$ cat src/rtl/voting_seq_ctrl_if.sv
// Ballot/result bus for the sequential plurality vote controller.
//   master: election driver (start, ballots in; status and result back)
//   slave : the controller itself
// Signals:
//   start        begin a new election (honoured only when idle or done)
//   vote_valid   a ballot is present on vote
//   vote         candidate index being voted for (N bits)
//   vote_ready   controller accepts a ballot this cycle
//   busy         election in progress (collecting or scanning)
//   done         result valid, held until the next start or reset
//   winner       winning candidate index (N bits)
//   winner_count tally of the winning candidate (M+1 bits)
interface voting_seq_ctrl_if #(
  parameter int N = 2,
  parameter int M = 2
);
  logic         start;
  logic         vote_valid;
  logic [N-1:0] vote;
  logic         vote_ready;
  logic         busy;
  logic         done;
  logic [N-1:0] winner;
  logic [M:0]   winner_count;

  modport master (
    output start, vote_valid, vote,
    input  vote_ready, busy, done, winner, winner_count
  );

  modport slave (
    input  start, vote_valid, vote,
    output vote_ready, busy, done, winner, winner_count
  );
endinterface

$ cat src/rtl/voting_seq_ctrl.sv
// Sequential plurality vote controller.
// Collects 2**M ballots over a valid/ready handshake into per-candidate
// tallies, then scans the 2**N tallies one per cycle and reports the
// candidate with the highest tally (ties go to the lowest index).
// Ports:
//   clk  rising-edge clock for all state
//   rst  synchronous active-high reset, returns to idle with everything cleared
//   bus  voting_seq_ctrl_if slave modport (start, ballot handshake, status, result)
module voting_seq_ctrl #(
  parameter int N = 2,
  parameter int M = 2
) (
  input  logic              clk,
  input  logic              rst,
  voting_seq_ctrl_if.slave  bus
);
  localparam int NC = 2 ** N;

  localparam logic [1:0] S_IDLE    = 2'd0;
  localparam logic [1:0] S_COLLECT = 2'd1;
  localparam logic [1:0] S_SCAN    = 2'd2;
  localparam logic [1:0] S_DONE    = 2'd3;

  // Count value when the final ballot of an election is being accepted.
  localparam logic [M:0] LAST_BALLOT = (M+1)'(2 ** M - 1);

  logic [1:0]   state;
  logic [M:0]   tally [NC];
  logic [M:0]   ballot_cnt;
  logic [N-1:0] scan_idx;
  logic [N-1:0] best_idx;
  logic [M:0]   best_cnt;
  logic [N-1:0] winner_q;
  logic [M:0]   winner_count_q;

  logic         take;
  logic [N-1:0] next_best_idx;
  logic [M:0]   next_best_cnt;

  // Index 0 seeds the best register unconditionally; later candidates only
  // displace it when strictly greater, which keeps ties on the lowest index.
  always_comb begin
    take          = (scan_idx == '0) || (tally[scan_idx] > best_cnt);
    next_best_idx = best_idx;
    next_best_cnt = best_cnt;
    if (take) begin
      next_best_idx = scan_idx;
      next_best_cnt = tally[scan_idx];
    end
  end

  always_ff @(posedge clk) begin
    if (rst) begin
      state          <= S_IDLE;
      ballot_cnt     <= '0;
      scan_idx       <= '0;
      best_idx       <= '0;
      best_cnt       <= '0;
      winner_q       <= '0;
      winner_count_q <= '0;
      for (int k = 0; k < NC; k++) tally[k] <= '0;
    end else begin
      case (state)
        S_IDLE: begin
          if (bus.start) begin
            for (int k = 0; k < NC; k++) tally[k] <= '0;
            ballot_cnt <= '0;
            state      <= S_COLLECT;
          end
        end
        // vote_ready is high throughout this state, so vote_valid alone
        // completes the handshake.
        S_COLLECT: begin
          if (bus.vote_valid) begin
            tally[bus.vote] <= tally[bus.vote] + 1'b1;
            ballot_cnt      <= ballot_cnt + 1'b1;
            if (ballot_cnt == LAST_BALLOT) begin
              scan_idx <= '0;
              state    <= S_SCAN;
            end
          end
        end
        // The result registers are loaded from the combinational next-best
        // value so the last candidate is included without an extra cycle.
        S_SCAN: begin
          best_idx <= next_best_idx;
          best_cnt <= next_best_cnt;
          scan_idx <= scan_idx + 1'b1;
          if (scan_idx == '1) begin
            winner_q       <= next_best_idx;
            winner_count_q <= next_best_cnt;
            state          <= S_DONE;
          end
        end
        S_DONE: begin
          if (bus.start) begin
            for (int k = 0; k < NC; k++) tally[k] <= '0;
            ballot_cnt     <= '0;
            winner_q       <= '0;
            winner_count_q <= '0;
            state          <= S_COLLECT;
          end
        end
        default: state <= S_IDLE;
      endcase
    end
  end

  assign bus.vote_ready   = (state == S_COLLECT);
  assign bus.busy         = (state == S_COLLECT) || (state == S_SCAN);
  assign bus.done         = (state == S_DONE);
  assign bus.winner       = winner_q;
  assign bus.winner_count = winner_count_q;
endmodule

$ cat src/flat_wrapper.sv
// flat-port wrapper written by rule: the top's interface ports become plain ports
module voting_seq_ctrl_flat 
#(
  parameter int N = 2,
  parameter int M = 2
)
  (clk, rst, bus_start, bus_vote_valid, bus_vote, bus_vote_ready, bus_busy, bus_done, bus_winner, bus_winner_count);
  voting_seq_ctrl_if #(.N(N), .M(M)) bus_i ();
  input  logic clk;
  input  logic rst;
  input wire logic [$bits(bus_i.start)-1:0] bus_start;
  input wire logic [$bits(bus_i.vote_valid)-1:0] bus_vote_valid;
  input wire logic [$bits(bus_i.vote)-1:0] bus_vote;
  output wire logic [$bits(bus_i.vote_ready)-1:0] bus_vote_ready;
  output wire logic [$bits(bus_i.busy)-1:0] bus_busy;
  output wire logic [$bits(bus_i.done)-1:0] bus_done;
  output wire logic [$bits(bus_i.winner)-1:0] bus_winner;
  output wire logic [$bits(bus_i.winner_count)-1:0] bus_winner_count;
  assign bus_i.start = bus_start;
  assign bus_i.vote_valid = bus_vote_valid;
  assign bus_i.vote = bus_vote;
  assign bus_vote_ready = bus_i.vote_ready;
  assign bus_busy = bus_i.busy;
  assign bus_done = bus_i.done;
  assign bus_winner = bus_i.winner;
  assign bus_winner_count = bus_i.winner_count;
  voting_seq_ctrl #(.N(N), .M(M)) u_core (.clk(clk), .rst(rst), .bus(bus_i));
endmodule
$ cat config.mk
export PLATFORM = sky130hd
export DESIGN_NAME = voting_seq_ctrl_flat
export DESIGN_NICKNAME = d
export VERILOG_FILES = /design/src/rtl/voting_seq_ctrl_if.sv /design/src/rtl/voting_seq_ctrl.sv /design/src/flat_wrapper.sv
export SDC_FILE = /design/constraint.sdc
export NUM_CORES = 1
export LEC_CHECK = 0
export ABC_CLOCK_PERIOD_IN_PS = 2100
export CORE_AREA = 2 2 63 65
export CTS_CLUSTER_SIZE = 20
export DETAILED_ROUTE_END_ITERATION = 12
export DIE_AREA = 0 0 65 67
export PLACE_DENSITY_LB_ADDON = 0.3
export SYNTH_ARGS = -nofsm -noshare
export SYNTH_HDL_FRONTEND = slang
export SYNTH_SLANG_ARGS = --single-unit
$ cat constraint.sdc
create_clock -name clk -period 2.1 [get_ports clk]
set_input_delay 0.315 -clock clk [delete_from_list [all_inputs] [get_ports clk]]
set_output_delay 0.315 -clock clk [all_outputs]
set_load 0.05 [all_outputs]
==> out/metrics.yaml <==
global_routing:
  grt_max_degree: 18
  grt-ovfl-total: 0
  grt_pass1_vias: 1403
  antenna_found_initial: 0
final_timing:
  tightest_slew_ns: 0.493
  hold_violations: 0
  post-route-min-period_ns: 2.20
  drv_slew: 0
  whs_ns: 0.452
  setup_violations: 10
  layout_setup_ws_ns: -0.102
  max_freq_ghz: 0.454
detailed_routing:
  avgRoutedWirePerCell_microns: 14.8
  via_per_inst: 5.51
  vias: 1393
synthesis:
  netlist.area_leader.share: 0.222
  edf_count: 12
  synth.area.mux_share: 0.0936
  yosys.area.top_type: "dfxtp_1"
  ys_sh_simple: 0.205
  syn-num-nets: 187
  ys.flop_type: "dfxtp_1"
  synth_cells: 169
  ys_sh_aoi: 0.129
  synth_area_sq_mm: 0.00171
  ys_seq_share: 0.433
place:
  dp_hpwl_microns: 2880
  io_buffers: 13
min_path:
  hold_depth: 2
  worstHoldStart: "u_core.ballot_cnt[2]$_SDFFE_PP0P_"
power:
  ir_worst_vdd_mv: 1.06
  power.internal_mw: 1.36
  leakagePower_nw: 0.829
  clock_power_uw: 426
  power_leader: "combinational logic"
  power_density_mw_per_mm2: 985
  comb_power_uw: 950
  clkPwrFrac: 0.197
  p_switching_uw: 808
  power_frac_seq: 0.365
  netSwitchingFraction: 0.373
finish:
  fillerInstances: 292
  clk_share: 0.0364
  nets: 222
  inv_count: 12
  comb_share: 0.445
  drive_gt1_frac: 0.278
  final_cells: 253
  largestClassByArea: "multi-input combinational cells"
  buffer_area_frac: 0.132
  final_common_cell: "buf_4"
  areaGrowthSynthToFinish_pct: 28.5
  multiInputCombCellCount: 119
clock_tree:
  cts.path.max_buffers: 2
  clkTransAtPathRegs_ns: 0.06
  h-tree-depth: 2
critical_path:
  worstReg2RegStart: "u_core.tally[3][1]$_SDFFCE_PN0P_"
  cp.required_ns: 2.25
  crit_path_start_kind: "register"
  path_class: "register to register"
  slowest_stage: "mux4_2"
  worstPathCellList: "mux4_2 -> ha_4 -> nor2b_4 -> buf_4 -> nor4_4 -> buf_4 -> o31ai_1 -> a21oi_1"
  r2r_cells: 8
  cp.arrival_ns: 2.35
  regToRegEndpoint: "u_core.best_cnt[0]$_SDFFE_PP0P_"
run_status:
  violations: "negative setup slack"
  status: "complete, but fails checks"
floorplan:
  core-area_sq_mm: 0.00361
  fp_util: 0.475
  die_w_microns: 65
  die-area_sq_mm: 0.00436
flow_run:
  tool_warnings: 32
## routing by layer
metal / track usage / up-vias / share of wire
met5: 0 / - / 0
met4: 0.0691 / 0 / 0.018
met3: 0.0389 / 7 / 0.045
met2: 0.343 / 35 / 0.52
met1: 0.229 / 659 / 0.42
li1: - / 692 / -
## timing repair
item	CTS	global route
gates resized	5	5
buffers inserted	0	0
setup endpoints to repair	10	12
hold endpoints to repair	0	0
pin swaps	1	1
## synthesized netlist by cell type, types with 3 or more instances
cell,number
a21oi_1,12
buf_2,3
dfxtp_1,19
edfxtp_1,12
ha_1,12
inv_1,11
mux4_2,5
nand2_1,21
nand4_1,9
nor2_1,14
o211ai_1,3
o31ai_1,5
## worst max-delay path, delay by kind of cell (launching register included)
family          cells  cell delay [ns]
mux                 1             0.54
compound gates      2             0.39
fa+ha+maj           1             0.30
buf+inv             2             0.29
simple gates        2             0.17
flops               1             0.39
## state kept, by name (all words and copies together), names as in the netlist, named ones only
name	count
u_core.tally	12
u_core.ballot_cnt	3
u_core.best_cnt	3
u_core.bus.winner_count	3
u_core.best_idx	2
u_core.bus.winner	2
u_core.scan_idx	2
u_core.state	2
## worst max path at each step
stage | endpoint | slack (ns) | cells after the start
finish | u_core.best_cnt[0]$_SDFFE_PP0P_ | -0.10 | 8
detailed placement | u_core.tally[3][2]$_SDFFCE_PN0P_ | -0.22 | 6
floorplan | u_core.bus.winner_count[0]$_SDFFE_PP0P_ | 0.0003 | 7
CTS | u_core.bus.winner[0]$_SDFFE_PP0P_ | -0.09 | 7
global route | u_core.best_cnt[0]$_SDFFE_PP0P_ | -0.15 | 8
global placement | u_core.tally[3][2]$_SDFFCE_PN0P_ | -0.14 | 6
Fig. 1: routed metal, one colour a layer
Two of the layers only.
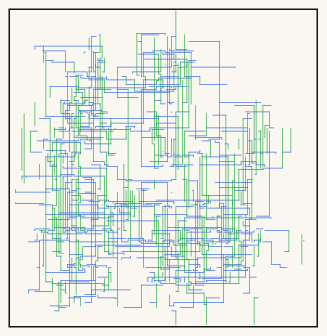
layer	colour	wire length
M1	blue	1560 microns
M2	green	1930 microns

Fig. 2: close-up of the layout
Window x 0 to 40, y 27 to 67 microns. Cells in grey, sequential cells in the stronger grey; small squares are vias.
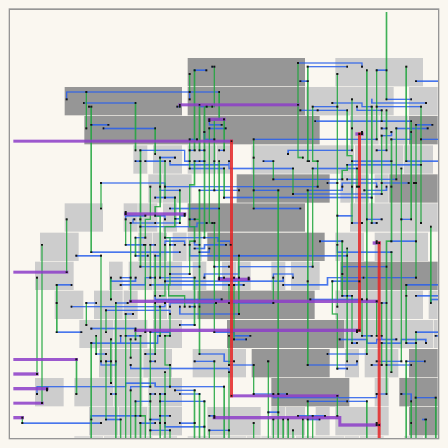
layer	colour
M3	purple
M1	blue
M2	green
M4	red
cells with their middle in the window	81
most frequent	buf_4 (14), nor2_1 (12), edfxtp_1 (10)
netlist names of flops here include	u_core.tally (10), u_core.scan_idx (1)
sequential cells in the window	13

Fig. 3: clock nets
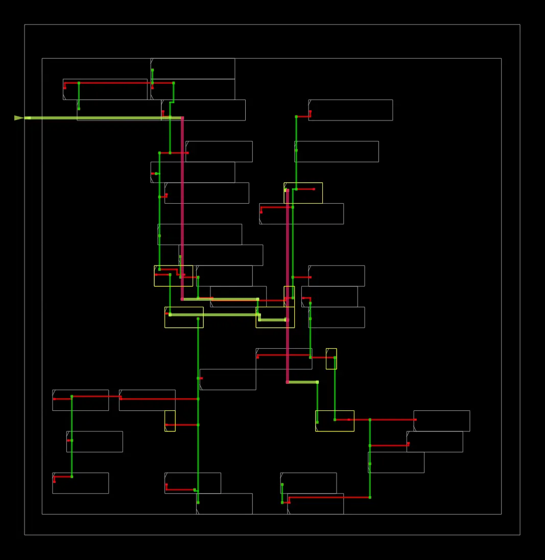
clock skew: 0.00398 ns
CTS buffer count: 5
registers: 31
Latency at later pin: 0.27 ns

Fig. 4: where the registers sit
The bar under the picture is 20 microns long. Other sequential cells in the stronger grey, the rest of the logic in the fainter grey.
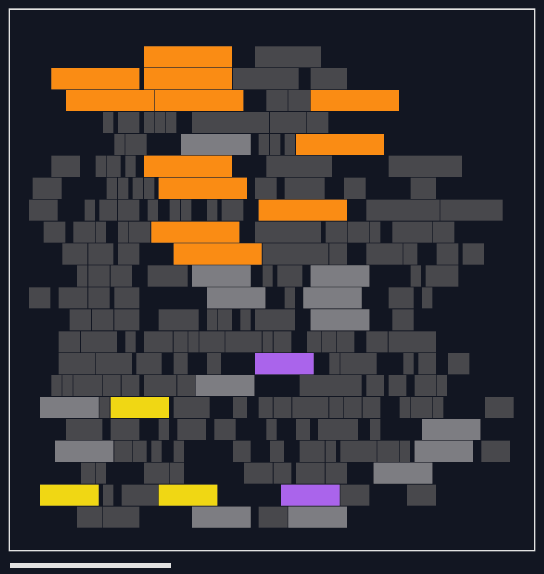
signal	colour	placed flops
u_core.best_idx	purple	2
u_core.ballot_cnt	yellow	3
u_core.tally	orange	12
post-layout util: 0.610
Sequential Area: 744 sq um
register share of the cell area: 0.338
Power Sequential: 792 uW

No activity file was given, so power comes from the tool's default toggle rates.
